### config.mk
export PLATFORM = sky130hd
export DESIGN_NAME = uart_out_arbiter_flat
export DESIGN_NICKNAME = d
export VERILOG_FILES = /design/src/rtl/uart_out_arbiter_pkg.sv /design/src/rtl/uart_out_arbiter_if.sv /design/src/rtl/uart_out_arbiter_rr_arbiter.sv /design/src/rtl/uart_out_arbiter.sv /design/src/flat_wrapper.sv
export SDC_FILE = /design/constraint.sdc
export NUM_CORES = 1
export LEC_CHECK = 0
export CORE_AREA = 2 2 53 60
export DETAILED_ROUTE_END_ITERATION = 10
export DIE_AREA = 0 0 55 62
export PLACE_DENSITY = 0.77
export SYNTH_ARGS = -nofsm -noshare
export SYNTH_HDL_FRONTEND = slang
export SYNTH_HIERARCHICAL = 1
export SYNTH_SLANG_ARGS = --single-unit
### constraint.sdc
create_clock -name clk -period 2.1 [get_ports clk]
set_clock_uncertainty 0.05 [all_clocks]
set_input_delay 0.525 -clock clk [delete_from_list [all_inputs] [get_ports clk]]
set_output_delay 0.525 -clock clk [all_outputs]
set_load 0.02 [all_outputs]
### src/rtl/uart_out_arbiter_pkg.sv
`default_nettype none
// ============================================================================
// Module      : uart_out_arbiter_pkg
// Description : Shared constants, types and helpers for the UART output
//               arbiter: message width, requester port indices and slot state.
// Revision    : 1.0 - initial release
// ============================================================================
package uart_out_arbiter_pkg;

    // Width of one UART message word handed to the disassembler FIFO
    localparam int UART_MSG_WIDTH = 8;

    // Requester port indices
    localparam int UART_ARB_PORT_CTRL   = 0;
    localparam int UART_ARB_PORT_MEM    = 1;
    localparam int UART_ARB_PORT_STATUS = 2;

    // Output slot occupancy
    typedef enum logic [0:0] {
        SLOT_EMPTY = 1'b0,
        SLOT_FULL  = 1'b1
    } slot_state_t;

    // Round-robin pointer successor over ports 1..num_req-1 (port 0 excluded)
    function automatic int rr_next_ptr(input int k, input int num_req);
        return (k + 1 >= num_req) ? 1 : k + 1;
    endfunction

endpackage
`default_nettype wire

### src/rtl/uart_out_arbiter_if.sv
`default_nettype none
// ============================================================================
// Module      : uart_out_arbiter_if
// Description : Request / FIFO-side bundle of the UART output arbiter.
//               master : message sources + FIFO status (drives requests, full)
//               slave  : the arbiter (drives acks, FIFO data/strobe, status)
//   req_valid [NUM_REQ]           per-port request, held until acked
//   req_msg   [NUM_REQ*MSG_WIDTH] port i in [i*MSG_WIDTH +: MSG_WIDTH]
//   req_ack   [NUM_REQ]           one-hot capture pulse
//   fifo_full                     disassembler FIFO full
//   fifo_msg  [MSG_WIDTH]         FIFO write data
//   fifo_wr_en                    FIFO write strobe
//   grant_id  [$clog2(NUM_REQ)]   source port of the held message
//   busy                          slot occupied
// Revision    : 1.0 - initial release
// ============================================================================
interface uart_out_arbiter_if
    import uart_out_arbiter_pkg::*;
#(
    parameter int NUM_REQ   = 3,
    parameter int MSG_WIDTH = UART_MSG_WIDTH
);
    localparam int ID_W = $clog2(NUM_REQ);

    logic [NUM_REQ-1:0]           req_valid;
    logic [NUM_REQ*MSG_WIDTH-1:0] req_msg;
    logic [NUM_REQ-1:0]           req_ack;
    logic                         fifo_full;
    logic [MSG_WIDTH-1:0]         fifo_msg;
    logic                         fifo_wr_en;
    logic [ID_W-1:0]              grant_id;
    logic                         busy;

    modport master (
        output req_valid, req_msg, fifo_full,
        input  req_ack, fifo_msg, fifo_wr_en, grant_id, busy
    );

    modport slave (
        input  req_valid, req_msg, fifo_full,
        output req_ack, fifo_msg, fifo_wr_en, grant_id, busy
    );

endinterface
`default_nettype wire

### src/rtl/uart_out_arbiter_rr_arbiter.sv
`default_nettype none
// ============================================================================
// Module      : uart_out_arbiter_rr_arbiter
// Description : Combinational round-robin selector. Picks the first set bit
//               of valid at or above ptr, wrapping to the lowest set bit.
//   valid [NUM_REQ] candidate mask
//   ptr   [ID_W]    search start position
//   grant [NUM_REQ] one-hot winner (zero when valid is empty)
//   idx   [ID_W]    winner index (zero when valid is empty)
// Revision    : 1.0 - initial release
// ============================================================================
module uart_out_arbiter_rr_arbiter #(
    parameter int NUM_REQ = 3,
    parameter int ID_W    = $clog2(NUM_REQ)
) (
    input  logic [NUM_REQ-1:0] valid,
    input  logic [ID_W-1:0]    ptr,
    output logic [NUM_REQ-1:0] grant,
    output logic [ID_W-1:0]    idx
);

    logic [NUM_REQ-1:0] w_hi;
    logic [NUM_REQ-1:0] w_sel;

    always_comb begin
        w_hi  = '0;
        grant = '0;
        idx   = '0;
        for (int i = 0; i < NUM_REQ; i++) begin
            w_hi[i] = valid[i] && (i >= int'(ptr));
        end
        // Prefer candidates at/after the pointer; otherwise wrap to the bottom
        w_sel = (|w_hi) ? w_hi : valid;
        // Descending scan leaves the lowest set bit as the winner
        for (int i = NUM_REQ - 1; i >= 0; i--) begin
            if (w_sel[i]) begin
                idx = i[ID_W-1:0];
            end
        end
        if (|w_sel) begin
            grant[idx] = 1'b1;
        end
    end

endmodule
`default_nettype wire

### src/rtl/uart_out_arbiter.sv
`default_nettype none
// ============================================================================
// Module      : uart_out_arbiter
// Description : Shares the UART transmit FIFO between NUM_REQ message sources.
//               Port 0 has priority bounded to PRIO_BURST consecutive grants
//               while others wait; ports 1..NUM_REQ-1 are round-robin. One
//               registered message slot, never written into a full FIFO.
//   clk    system clock
//   reset  asynchronous active-high reset
//   bus    uart_out_arbiter_if.slave (requests, acks, FIFO side, status)
// Revision    : 1.0 - initial release
// ============================================================================
module uart_out_arbiter
    import uart_out_arbiter_pkg::*;
#(
    parameter int NUM_REQ    = 3,
    parameter int MSG_WIDTH  = UART_MSG_WIDTH,
    parameter int PRIO_BURST = 4
) (
    input  logic               clk,
    input  logic               reset,
    uart_out_arbiter_if.slave  bus
);

    localparam int ID_W    = $clog2(NUM_REQ);
    localparam int BURST_W = $clog2(PRIO_BURST + 1);

    slot_state_t            r_state;
    logic [MSG_WIDTH-1:0]   r_msg;
    logic [ID_W-1:0]        r_grant_id;
    logic [ID_W-1:0]        r_rr_ptr;
    logic [BURST_W-1:0]     r_burst;

    logic                   w_busy;
    logic                   w_wr_en;
    logic                   w_cap_ok;
    logic                   w_others;
    logic                   w_p0_win;
    logic                   w_capture;
    logic [NUM_REQ-1:0]     w_rr_valid;
    logic [NUM_REQ-1:0]     w_rr_grant;
    logic [ID_W-1:0]        w_rr_idx;
    logic [ID_W-1:0]        w_win_idx;
    logic [MSG_WIDTH-1:0]   w_win_msg;

    // Port 0 is masked out so the round-robin only ever sees ports 1..N-1
    assign w_rr_valid = {bus.req_valid[NUM_REQ-1:1], 1'b0};

    uart_out_arbiter_rr_arbiter #(
        .NUM_REQ (NUM_REQ),
        .ID_W    (ID_W)
    ) u_rr (
        .valid (w_rr_valid),
        .ptr   (r_rr_ptr),
        .grant (w_rr_grant),
        .idx   (w_rr_idx)
    );

    assign w_busy    = (r_state == SLOT_FULL);
    assign w_wr_en   = w_busy & ~bus.fifo_full;
    // A draining slot can be refilled in the same cycle
    assign w_cap_ok  = ~w_busy | w_wr_en;
    assign w_others  = |bus.req_valid[NUM_REQ-1:1];
    assign w_p0_win  = bus.req_valid[0] & ((int'(r_burst) < PRIO_BURST) | ~w_others);
    // Acks are suppressed while reset is held so outputs are quiet immediately
    assign w_capture = ~reset & w_cap_ok & (|bus.req_valid);
    assign w_win_idx = w_p0_win ? '0 : w_rr_idx;
    assign w_win_msg = bus.req_msg[int'(w_win_idx)*MSG_WIDTH +: MSG_WIDTH];

    assign bus.req_ack    = w_capture ? (w_p0_win ? NUM_REQ'(1) : w_rr_grant) : '0;
    assign bus.fifo_wr_en = w_wr_en;
    assign bus.fifo_msg   = r_msg;
    assign bus.grant_id   = r_grant_id;
    assign bus.busy       = w_busy;

    always_ff @(posedge clk or posedge reset) begin
        if (reset) begin
            r_state    <= SLOT_EMPTY;
            r_msg      <= '0;
            r_grant_id <= '0;
            r_rr_ptr   <= ID_W'(1);
            r_burst    <= '0;
        end else begin
            case (r_state)
                SLOT_EMPTY: begin
                    if (w_capture) begin
                        r_state <= SLOT_FULL;
                    end
                end
                SLOT_FULL: begin
                    if (w_wr_en && !w_capture) begin
                        r_state <= SLOT_EMPTY;
                    end
                end
                default: r_state <= SLOT_EMPTY;
            endcase

            if (w_capture) begin
                r_msg      <= w_win_msg;
                r_grant_id <= w_win_idx;
            end

            if (w_capture && !w_p0_win) begin
                r_rr_ptr <= ID_W'(rr_next_ptr(int'(w_rr_idx), NUM_REQ));
            end

            // The burst limit only matters while someone else is waiting
            if (!w_others) begin
                r_burst <= '0;
            end else if (w_capture) begin
                if (w_p0_win) begin
                    if (int'(r_burst) < PRIO_BURST) begin
                        r_burst <= r_burst + BURST_W'(1);
                    end
                end else begin
                    r_burst <= '0;
                end
            end
        end
    end

endmodule
`default_nettype wire
### src/flat_wrapper.sv
// flat-port wrapper written by rule: the top's interface ports become plain ports
module uart_out_arbiter_flat import uart_out_arbiter_pkg::*;
#(
    parameter int NUM_REQ    = 3,
    parameter int MSG_WIDTH  = UART_MSG_WIDTH,
    parameter int PRIO_BURST = 4
)
  (clk, reset, bus_req_valid, bus_req_msg, bus_fifo_full, bus_req_ack, bus_fifo_msg, bus_fifo_wr_en, bus_grant_id, bus_busy);
  uart_out_arbiter_if #(.NUM_REQ(NUM_REQ), .MSG_WIDTH(MSG_WIDTH)) bus_i ();
  input  logic clk;
  input  logic reset;
  input wire logic [$bits(bus_i.req_valid)-1:0] bus_req_valid;
  input wire logic [$bits(bus_i.req_msg)-1:0] bus_req_msg;
  input wire logic [$bits(bus_i.fifo_full)-1:0] bus_fifo_full;
  output wire logic [$bits(bus_i.req_ack)-1:0] bus_req_ack;
  output wire logic [$bits(bus_i.fifo_msg)-1:0] bus_fifo_msg;
  output wire logic [$bits(bus_i.fifo_wr_en)-1:0] bus_fifo_wr_en;
  output wire logic [$bits(bus_i.grant_id)-1:0] bus_grant_id;
  output wire logic [$bits(bus_i.busy)-1:0] bus_busy;
  assign bus_i.req_valid = bus_req_valid;
  assign bus_i.req_msg = bus_req_msg;
  assign bus_i.fifo_full = bus_fifo_full;
  assign bus_req_ack = bus_i.req_ack;
  assign bus_fifo_msg = bus_i.fifo_msg;
  assign bus_fifo_wr_en = bus_i.fifo_wr_en;
  assign bus_grant_id = bus_i.grant_id;
  assign bus_busy = bus_i.busy;
  uart_out_arbiter #(.NUM_REQ(NUM_REQ), .MSG_WIDTH(MSG_WIDTH), .PRIO_BURST(PRIO_BURST)) u_core (.clk(clk), .reset(reset), .bus(bus_i));
endmodule
==> summary.txt, run 1 <==
flow finished, numbers: status completed, Tightest Pin Transition roughly 0.54 ns, via count 1278, count leader, synth and3b_1, clock network power 0.000168 W, CTS buffer count 3, met1 Track Usage GR 27.25%, sequential share of the synthesized area between 30% and 40%, Routed wire per std cell 14.67 um, Pwr Density between 600 and 700 nW/um^2, diode count 0, met2 GRT Util 35.88%, crit path capture bus_req_ack[2], Crit Reg-Reg Startpoint u_core/r_rr_ptr[0], Fillers 260, port bufs 44, largest net degree at the start of global routing 24, Hold Path Class input pin to asynchronous set/reset pin, Sw Share 35.08%, drt pass-1 iters 4, # resized after CTS 37
Fig. 1: run 1, PDN straps and rails
Scale bar: 20 um. Pins as bars on the die edge.
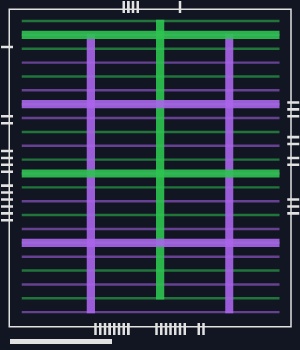
VSS -> purple
VDD -> green
met5 straps = 4
signal pins = 45
met4 straps = 3

Fig. 2: run 1, cell classes on the final placement
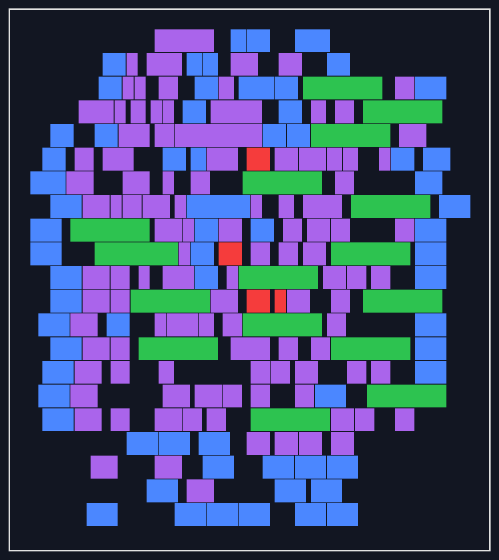
combinational and other logic -> purple  # cells 107
sequential cells -> green  # cells 16
remaining buffers and delay cells -> blue  # cells 65
clock drivers and dummy loads -> red  # cells 4

Fig. 3: run 1, clock wires, drivers and flops
Scale bar: 20 um.
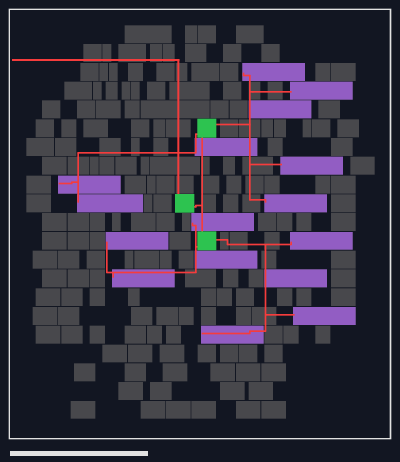
clock wires -> red  # length 197 um
clock drivers -> green  # count 3
flip-flops -> purple  # count 16
routed clock nets = 4

Fig. 4: run 1, signal wires by layer
Scale bar: 20 um.
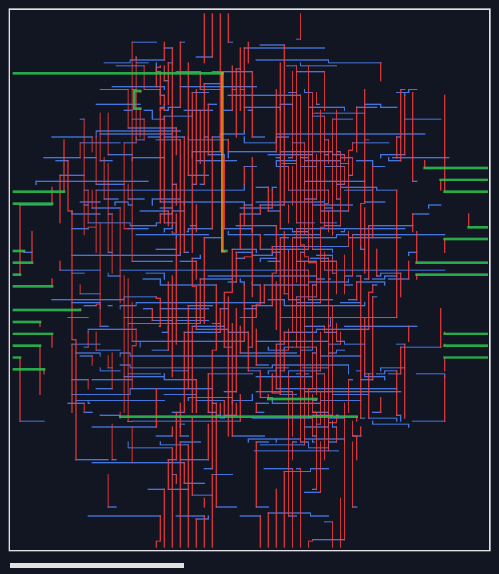
metal 2 -> red  # wire length 1750 um
metal 1 -> blue  # wire length 1390 um
metal 4 -> orange  # wire length 20.4 um
metal 3 -> green  # wire length 155 um

Fig. 5: run 1, the clock network
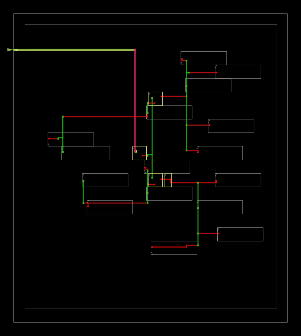

--- run 2 (diff from run 1) ---
--- a/config.mk
+++ b/config.mk
@@ -5,10 +5,12 @@
 export SDC_FILE = /design/constraint.sdc
 export NUM_CORES = 1
 export LEC_CHECK = 0
-export CORE_AREA = 2 2 53 60
+export CELL_PAD_IN_SITES_DETAIL_PLACEMENT = 1
+export CELL_PAD_IN_SITES_GLOBAL_PLACEMENT = 2
+export CORE_AREA = 2 2 69 78
 export DETAILED_ROUTE_END_ITERATION = 10
-export DIE_AREA = 0 0 55 62
-export PLACE_DENSITY = 0.77
+export DIE_AREA = 0 0 71 80
+export PLACE_DENSITY_LB_ADDON = 0.1
 export SYNTH_ARGS = -nofsm -noshare
 export SYNTH_HDL_FRONTEND = slang
 export SYNTH_HIERARCHICAL = 1
Fig. 6: run 2, the clock network
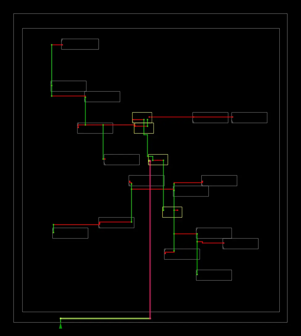
Clock Sinks: 16
clk_lat worst skew: 0.25 ns
clock network power: 0.000278 W
CTS buffer count: 3

==> run 2 against run 1 <==
  * Design area is 7.4% higher
  * Count of clock-buffer cells in the layout stayed put
  * Critical endpoint is now bus_req_ack[1]
  * Via count is 4.9% higher
  * Synthesized area stayed put
  * Non-clock buffer count is 9 higher
  * Critical path depth stayed put
==> summary.txt, run 2 <==
flow finished, numbers: Seq/total area 20.36%, Sw Share 33.43%, Reg clk slew, reported paths 0.06 ns, sequential share of the synthesized area 33.83%, # resized after CTS 37, DR iter-0 viols 41, Fillers between 500 and 600, area figure in the yosys stat output 1187 sq um, H-tree level count 1, met1 Track Usage GR 18.97%, Top-area cell share about a third, # Cells Yosys around 130, number of max-cap violations 0, RSZ-0062 raised after global routing true, Non-clock buffers 74, Crit Reg-Reg Startpoint u_core/r_rr_ptr[0], Routed wire per std cell roughly 16 um, ys async rst share 100.0%, via count 1340, diode count 0, Hold Path Class flop to flop, Tightest Pin Transition 0.6000 ns, status completed, drt pass-1 iters 4, met2 GRT Util a little over a quarter
Fig. 7: run 2, clock wires, drivers and flops
Scale bar: 20 um.
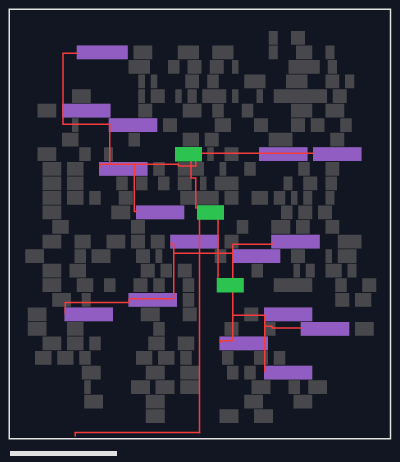
clock drivers -> green  # count 3
clock wires -> red  # length 279 um
flip-flops -> purple  # count 16
routed clock nets = 4

Power figures rest on the tool's default switching activity, not on a simulated workload.
